### config.mk
export PLATFORM = sky130hd
export DESIGN_NAME = cpu_phase_ctrl
export DESIGN_NICKNAME = d
export VERILOG_FILES = /design/src/rtl/cpu_phase_ctrl.sv
export SDC_FILE = /design/constraint.sdc
export NUM_CORES = 1
export LEC_CHECK = 0
export ABC_AREA = 1
export ABC_CLOCK_PERIOD_IN_PS = 2500
export CAP_MARGIN = 20
export CORE_AREA = 5 5 42 44
export CTS_CLUSTER_DIAMETER = 120
export DETAILED_ROUTE_END_ITERATION = 6
export DIE_AREA = 0 0 47 49
export GPL_TIMING_DRIVEN = 0
export PLACE_DENSITY_LB_ADDON = 0.25
export SLEW_MARGIN = 20
export SYNTH_ARGS = -nofsm -noshare
export SYNTH_HDL_FRONTEND = slang
export SYNTH_SLANG_ARGS = --single-unit
### constraint.sdc
create_clock -name clk -period 2.5 [get_ports clk]
set_clock_uncertainty 0.2 [all_clocks]
set_input_delay 0.25 -clock clk [delete_from_list [all_inputs] [get_ports clk]]
set_output_delay 0.25 -clock clk [all_outputs]
set_load 0.05 [all_outputs]
### src/rtl/cpu_phase_ctrl.sv
// CPU clock phase generator: divides clk into a CPU clock, qualifies a bus access
// window at phase 0 and aligns synchronized interrupt requests to that window.
module cpu_phase_ctrl #(
  parameter int unsigned         DIV         = 4,
  parameter int unsigned         N_IRQ       = 1,
  parameter logic [N_IRQ-1:0]    IRQ_EDGE    = '0,
  parameter int unsigned         SYNC_STAGES = 2
) (
  input  logic                       clk,
  input  logic                       nrst,
  input  logic                       en,
  output logic                       cpu_clk,
  output logic [$clog2(DIV)-1:0]     phase,
  output logic                       bus_win,
  input  logic                       bus_cs_in,
  output logic                       bus_cs_out,
  input  logic [N_IRQ-1:0]           irq_in,
  input  logic [N_IRQ-1:0]           irq_ack,
  output logic [N_IRQ-1:0]           irq_out,
  output logic                       cpu_irq
);

  localparam int unsigned PW = $clog2(DIV);

  logic                 run;
  logic [PW-1:0]        phase_nxt;
  logic [N_IRQ-1:0]     sync_q [SYNC_STAGES];
  logic [N_IRQ-1:0]     s;
  logic [N_IRQ-1:0]     s_prev;
  logic [N_IRQ-1:0]     s_rise;
  logic [N_IRQ-1:0]     pend;
  logic [N_IRQ-1:0]     pend_nxt;
  logic [N_IRQ-1:0]     irq_nxt;
  logic                 slot;

  always_comb begin
    phase_nxt = '0;
    if (run && (phase != PW'(DIV - 1))) begin
      phase_nxt = phase + PW'(1);
    end
  end

  // cpu_clk is registered from the next phase so it toggles cleanly on clk.
  always_ff @(posedge clk or negedge nrst) begin
    if (!nrst) begin
      run     <= 1'b0;
      phase   <= '0;
      cpu_clk <= 1'b0;
    end else begin
      run     <= en;
      phase   <= phase_nxt;
      cpu_clk <= (phase_nxt >= PW'(DIV / 2));
    end
  end

  assign slot       = run && (phase == '0);
  assign bus_win    = slot;
  assign bus_cs_out = bus_cs_in && bus_win;

  always_ff @(posedge clk or negedge nrst) begin
    if (!nrst) begin
      for (int unsigned k = 0; k < SYNC_STAGES; k++) begin
        sync_q[k] <= '0;
      end
    end else begin
      sync_q[0] <= irq_in;
      for (int unsigned k = 1; k < SYNC_STAGES; k++) begin
        sync_q[k] <= sync_q[k-1];
      end
    end
  end

  assign s      = sync_q[SYNC_STAGES-1];
  assign s_rise = s & ~s_prev;

  // A fresh edge overrides a same-cycle ack; level channels never hold pend.
  assign pend_nxt = IRQ_EDGE & (s_rise | (pend & ~irq_ack));
  assign irq_nxt  = (~IRQ_EDGE & s) | pend_nxt;

  always_ff @(posedge clk or negedge nrst) begin
    if (!nrst) begin
      s_prev  <= '0;
      pend    <= '0;
      irq_out <= '0;
    end else begin
      s_prev <= s;
      pend   <= pend_nxt;
      if (slot) begin
        irq_out <= irq_nxt;
      end
    end
  end

  assign cpu_irq = |irq_out;

endmodule

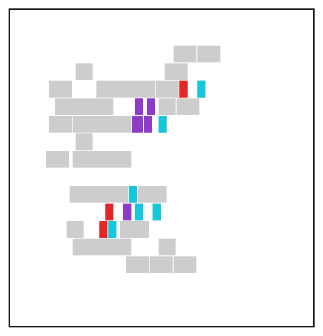
Run 1: logic cells by family
| color | family | cells | most used |
|---|---|---|---|
| cyan | inv cells | 6 | inv_1 |
| purple | nand cells | 5 | nand2_1 |
| red | nor cells | 3 | nor2_1 |

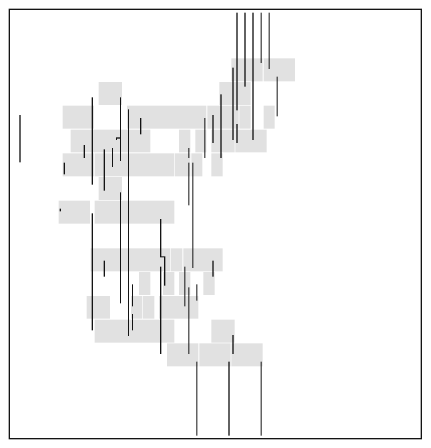
Run 1: the metal 2 layer
longest straight run: 25.8 µm
main direction: vertical

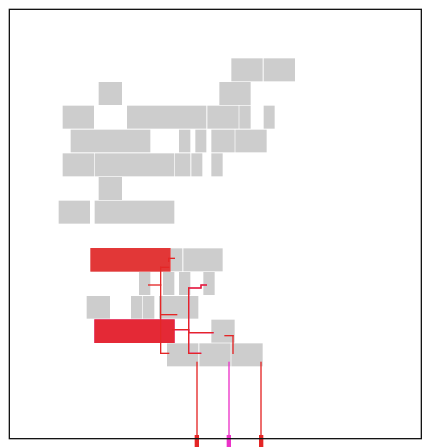
Run 1: nets reached from selected ports
| color | port | bits | direction | edge | end cells | wire |
|---|---|---|---|---|---|---|
| red | phase | 2 | output | south | 2 | 51.7 µm |
| magenta | cpu_clk | 1 | output | south | 1 | 24.5 µm |

==> flow_metrics.py, run 1 <==
# Flow results
metrics = {
    "synth": {
        "synthesis.nets": 32,
        "async_reset_ff_frac": 1.00,
        "mappedNetlistArea_um2": 244,
        "yosys_warnings": 0,
        "synth.lib_cells_used.distinct": 7,
        "post-synth-top-area-fraction": 0.615,
        "ys.flops": 6,
        "synth.yosys.num_cells": 24,
        "synth_seq_share": 0.615,
        "synth.area.mux_share": 0,
        "netlist_top_cells_count": "sky130_fd_sc_hd__dfrtp_1 (6), sky130_fd_sc_hd__inv_1 (6), sky130_fd_sc_hd__nand2_1 (4), sky130_fd_sc_hd__nor2_1 (3)",
        "synth_adder_area_share": 0.103,
        "synth_area_per_cell_um2": 10.2,
        "post_synthesis_cells": 24,
        "synthAoiAreaFrac": 0,
        "yosys_area_um2": 244,
        "edf_count": 0,
        "share_of_synthesized_cell_area_in_and_or_nand_and_nor_gates": 0.128,
        "yosysTopAreaCell": "sky130_fd_sc_hd__dfrtp_1",
        "synthTopLogicFamily": "buffers and inverters",
        "yosys-top-cells-area": "sky130_fd_sc_hd__dfrtp_1 (62%), sky130_fd_sc_hd__ha_1 (10%), sky130_fd_sc_hd__inv_1 (9.2%), sky130_fd_sc_hd__buf_4 (6.2%), sky130_fd_sc_hd__nand2_1 (6.2%)",
    },
    "critical_path": {
        "worst_ep_arrival_time_ps": 1850,
        "worst_ep_required_time_ps": 2050,
        "critical_path.n_buffers_inverters": 2,
        "path_max_fanout": 4,
        "worst_path_largest_cell_delay_ps": 810,
        "end_kind": "primary output",
        "critPathSlowestCell": "sky130_fd_sc_hd__clkdlybuf4s50_1",
        "startpoint_type": "register",
        "path_cells": "inv_1, ha_1, nand2_1, nor2_1, clkdlybuf4s50_1",
        "cp_top_family": "buffers and inverters",
        "path_class": "register to primary output",
    },
    "cells_and_area": {
        "layout.non_clock_inverters": 6,
        "sh_seq_area": 0.379,
        "clock_buffers": 3,
        "nFillCells": 156,
        "flop_area_um2": 150,
        "num-multi-input-gates": 10,
        "non_clock_buffer_count": 13,
        "layout.area.comb_um2": 56.3,
        "sh_comb_area": 0.142,
        "bufAreaShareNonClock": 0.315,
        "area.growth.synth_to_final_pct": 62.6,
        "layout.sequential_cells": 6,
        "drive_gt1_frac": 0.132,
        "clock_cell_share_of_area": 0.0568,
        "final-instance-count-excl-fill": 54,
        "n_antenna_cell": 0,
    },
    "timing": {
        "worst_pin_slew_ps": 499,
        "maxSlewHeadroom": 0.666,
        "min_period_ps": 2300,
        "holdWs_ps": 48.4,
        "rsz0062_at_grt": "false",
        "timing.fmax_mhz": 436,
        "final_max_slew_viol_count": 0,
        "layout_worst_path_cycle_share": 0.918,
        "setup_violation_total_in_the_final_timing_report": 0,
        "totalNegativeSetupSlack_ps": 0,
        "final_hold_viol_count": 0,
    },
    "pwr": {
        "switching_share": 0.362,
        "cellLeakagePower_nw": 0.199,
        "vdd.ir_drop.worst_uv": 244,
        "share_clk_of_total_power": 0.254,
        "comb_power_share": 0.396,
        "switchingPower_mw": 0.119,
        "pwr-share-seq": 0.350,
        "cell_internal_pwr_mw": 0.210,
        "design_power_total_mw": 0.328,
        "power_density_nw_per_um2": 828,
    },
    "placement": {
        "place_hpwl_um": 352,
        "placed_area_um2": 374,
        "placed_cells_incl_taps": 51,
        "place.port_buffers": 11,
        "globalplace.congestion": 0.698,
    },
    "floorplanning": {
        "tapCellCount": 16,
        "die_h_um": 49,
        "num_rows": 14,
        "design.die.area_um2": 2300,
        "die.size.x_um": 47,
        "design.core.area_um2": 1400,
        "io-pin-count": 13,
    },
    "drt": {
        "route.antenna.remaining_nets": 0,
        "vias": 181,
        "dr.first_iter.drc_count": 2,
        "drt_first_pass_iters": 2,
        "drc": 0,
        "drt-total-wl_um": 383,
        "drt-vias-per-instance": 3.35,
    },
    "clocking": {
        "cts_buffer_depth": 2,
        "setup_fix_bufs_post_cts": 0,
        "numClockSinks": 6,
        "worst_skew_pair.late_latency_ps": 230,
        "buffer_cell_driving_the_clock_tree_root": "sky130_fd_sc_hd__clkbuf_4",
        "numCtsBuffers": 3,
        "htree_levels": 1,
        "worst_setup_hold_path_clk_slew_ps": 40,
        "postcts_resize_cnt": 0,
        "postCtsHoldBufs": 0,
    },
    "run": {
        "maxCapViolations": 0,
        "tally_of_openroad_warnings": 28,
    },
    "grt": {
        "gr-usage-met2": 0.0679,
        "globalRouteTotalUtil": 0.0382,
        "grt_overflow": 0,
        "grt_max_degree": 7,
        "number_of_global_route_vias_before_repair": 173,
        "grt_first_pass_wirelength_um": 600,
    },
    "status": {
        "outcome": "finished, final reports clean",
    },
    "min_path": {
        "hold_path_class": "input port to asynchronous set/reset pin",
    },
}
run 1: layer usage:
layer,vias to the layer above,share of wire
met1,80,0.31
met5,-,0
met3,0,0.057
met4,0,0
li1,97,-
met2,4,0.64
run 1: layout by cell type, fill, tap and decap left out, drive strengths merged:
cell,count
dfrtp,6
clkdlybuf4s50,11
nand2,4
ha,2
buf,2
inv,6
nand3,1
nor2,3
clkbuf,3
run 1: sequential cells by signal (all words and copies together), names as in the netlist:
register	count
run	1
cpu_clk	1
sync_q	1
cpu_irq	1
irq_nxt	1
phase	1
run 1: path summary, 6_finish.rpt:
check	startpoint	depth (start not counted)	end	slack, ps
max	cpu_clk	5	bus_cs_out	200
min	nrst	1	cpu_irq	50
max reg2reg	cpu_clk	5	cpu_irq	1370
min reg2reg	sync_q[1]	0	irq_nxt	150
max in group asynchronous	nrst	1	cpu_clk	1850
min in group clk	sync_q[1]	0	irq_nxt	150
run 1: power groups by stage:
stage                     Clock [mW]  Sequential (mW)  Combinational [mW]
after global placement             0            0.116               0.131
after CTS                     0.0885            0.115               0.132
after floorplan                    0            0.144              0.0586
after detailed placement           0            0.117               0.132
after global routing          0.0901            0.117               0.138
final                         0.0834            0.115               0.130
run 1: metrics by stage:
step / setup WS (ps) / util
after floorplan: 481 / -
after global placement: 415 / 0.267
after detailed placement: 398 / 0.267
after CTS: 168 / 0.283
after global routing: 78.1 / 0.283
final: 204 / 0.283
run 1: worst register-to-register path, cell delays in order, from the launching register on:
cell and delay [ps]:
sky130_fd_sc_hd__dfrtp_1 400, sky130_fd_sc_hd__inv_1 70, sky130_fd_sc_hd__ha_1 160, sky130_fd_sc_hd__nand2_1 90
sky130_fd_sc_hd__nand2_1 60, sky130_fd_sc_hd__nand2_1 40
==> run 2, diff against run 1 <==
--- a/config.mk
+++ b/config.mk
@@ -7,7 +7,6 @@
 export LEC_CHECK = 0
 export ABC_AREA = 1
 export ABC_CLOCK_PERIOD_IN_PS = 2500
-export CAP_MARGIN = 20
 export CORE_AREA = 5 5 42 44
 export CTS_CLUSTER_DIAMETER = 120
 export DETAILED_ROUTE_END_ITERATION = 6
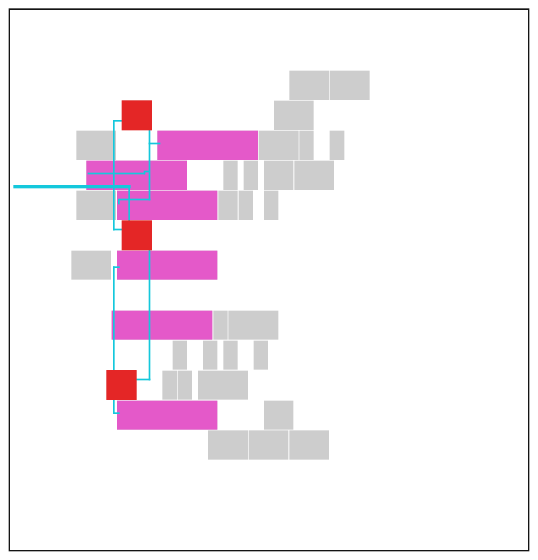
Run 2: routed clock nets over the placement
[magenta] flip-flops | count: 6
[red] clock-net drivers | count: 3
[cyan] clock wires | length: 75.8 µm
routed clock nets: 4

==> run 2 against run 1 <==
Effect of this change: sequential power barely moved; count of clock-buffer cells in the layout did not move; largest cell class unchanged; maximum frequency unchanged; via count unchanged; largest power group unchanged; total power unchanged.
==> flow_metrics.py, run 2 <==
# Flow results
metrics = {
    "clocking": {
        "numCtsBuffers": 3,
        "numClockSinks": 6,
        "cts_buffer_depth": 2,
        "buffer_cell_driving_the_clock_tree_root": "sky130_fd_sc_hd__clkbuf_4",
        "setup_fix_bufs_post_cts": 0,
        "postcts_resize_cnt": 0,
        "worst_setup_hold_path_clk_slew_ps": 40,
    },
    "drt": {
        "drc": 0,
        "vias": 181,
        "drt-total-wl_um": 383,
        "route.antenna.remaining_nets": 0,
        "drt-vias-per-instance": 3.35,
        "dr.first_iter.drc_count": 2,
    },
    "timing": {
        "final_max_slew_viol_count": 0,
        "rsz0062_at_grt": "false",
        "min_period_ps": 2300,
        "setup_violation_total_in_the_final_timing_report": 0,
        "layout_worst_path_cycle_share": 0.918,
        "maxSlewHeadroom": 0.666,
        "final_hold_viol_count": 0,
        "timing.fmax_mhz": 436,
    },
    "critical_path": {
        "path_class": "register to primary output",
        "worst_ep_required_time_ps": 2050,
        "startpoint_type": "register",
        "regToRegEndpoint": "cpu_irq",
        "r2r.worst_path.cells": 5,
        "path_max_fanout": 4,
        "end_kind": "primary output",
        "path_cells": "inv_1, ha_1, nand2_1, nor2_1, clkdlybuf4s50_1",
        "r2r_start": "cpu_clk",
        "worst_ep_arrival_time_ps": 1850,
        "setup.worst_path.start": "cpu_clk",
        "cp-endpoint": "bus_cs_out",
        "worst_path_largest_cell_delay_ps": 810,
        "critPathSlowestCell": "sky130_fd_sc_hd__clkdlybuf4s50_1",
        "setup.reg_to_reg.worst_slack_ps": 1370,
    },
    "synth": {
        "synth.lib_cells_used.distinct": 7,
        "synth_area_per_cell_um2": 10.2,
        "post_synthesis_cells": 24,
        "post-synth-top-area-fraction": 0.615,
        "ys.flops": 6,
        "yosysTopAreaCell": "sky130_fd_sc_hd__dfrtp_1",
        "synthesis.nets": 32,
        "edf_count": 0,
        "netlist_top_cells_count": "sky130_fd_sc_hd__dfrtp_1 (6), sky130_fd_sc_hd__inv_1 (6), sky130_fd_sc_hd__nand2_1 (4), sky130_fd_sc_hd__nor2_1 (3)",
        "yosys_area_um2": 244,
        "synth.yosys.num_cells": 24,
        "yosys-top-cells-area": "sky130_fd_sc_hd__dfrtp_1 (62%), sky130_fd_sc_hd__ha_1 (10%), sky130_fd_sc_hd__inv_1 (9.2%), sky130_fd_sc_hd__buf_4 (6.2%), sky130_fd_sc_hd__nand2_1 (6.2%)",
    },
    "grt": {
        "globalRouteTotalUtil": 0.0382,
        "grt_first_pass_wirelength_um": 600,
        "number_of_global_route_vias_before_repair": 173,
        "grt_overflow": 0,
        "grt_max_degree": 7,
    },
    "floorplanning": {
        "design.core.area_um2": 1400,
        "die.size.x_um": 47,
        "design.die.area_um2": 2300,
        "num_rows": 14,
    },
    "min_path": {
        "hold_path_class": "input port to asynchronous set/reset pin",
    },
    "status": {
        "outcome": "finished, final reports clean",
    },
    "pwr": {
        "switching_share": 0.362,
        "switchingPower_mw": 0.119,
        "pwr-share-seq": 0.350,
        "share_clk_of_total_power": 0.254,
        "comb_power_share": 0.396,
        "vdd.ir_drop.worst_uv": 244,
        "cell_internal_pwr_mw": 0.210,
    },
    "placement": {
        "globalplace.congestion": 0.698,
        "place_hpwl_um": 352,
        "placed_area_um2": 374,
        "place.port_buffers": 11,
    },
    "cells_and_area": {
        "drive_gt1_frac": 0.132,
        "layout_top_cell": "sky130_fd_sc_hd__clkdlybuf4s50_1",
        "area.growth.synth_to_final_pct": 62.6,
        "n_antenna_cell": 0,
    },
    "run": {
        "maxCapViolations": 0,
        "tally_of_openroad_warnings": 28,
    },
}
-- run 2: layer usage --
layer  track usage  up-vias  part of all wire
met3        0.0111        0             0.057
met2        0.0679        4              0.64
met5             0        -                 0
li1              -       97                 -
met1        0.0268       80              0.31
met4        0.0415        0                 0
-- run 2: logic make-up (layout without fill, tap and decap cells) --
group	after synthesis	in the layout	share of synthesized area
buf+inv	8	22	0.154
flops	6	6	0.615
fa+ha+maj	2	2	0.103
simple gates	8	8	0.128
-- run 2: cell type report --
class | count | area [µm²]
Sequential cell | 6 | 150
Tap cell | 16 | 20.0
Buffer | 2 | 15.0
Clock buffer | 3 | 22.5
Multi-Input combinational cell | 10 | 56.3
Fill cell | 156 | 1000
Timing Repair Buffer | 11 | 110
Inverter | 6 | 22.5
-- run 2: worst max-delay path: cells and delay by family (launching register included) --
family | cells | cell delay, ps
buf+inv | 2 | 880
flops | 1 | 400
simple gates | 2 | 180
fa+ha+maj | 1 | 160
-- run 2: per-stage QoR --
| step | utilization | hold WS (ps) | setup slack, ps | cells | power [mW] |
|---|---|---|---|---|---|
| final | 0.283 | 48.4 | 204 | 54 | 0.328 |
| after detailed placement | 0.267 | 144 | 398 | 51 | 0.249 |
| after CTS | 0.283 | 49.7 | 168 | 54 | 0.336 |
| after global placement | 0.267 | 137 | 415 | 51 | 0.247 |
| after floorplan | - | -246 | 481 | 24 | 0.202 |
| after global routing | 0.283 | 74.8 | 78.1 | 54 | 0.345 |
-- run 2: power groups by stage --
stage / Sequential [mW] / Clock [mW] / Combinational [mW]
2_1_floorplan: 0.144 / 0 / 0.0586
3_3_place_gp: 0.116 / 0 / 0.131
6_report: 0.115 / 0.0834 / 0.130
3_5_place_dp: 0.117 / 0 / 0.132
4_1_cts: 0.115 / 0.0885 / 0.132
5_1_grt: 0.117 / 0.0901 / 0.138
Power is estimated from default activity; no workload was simulated.
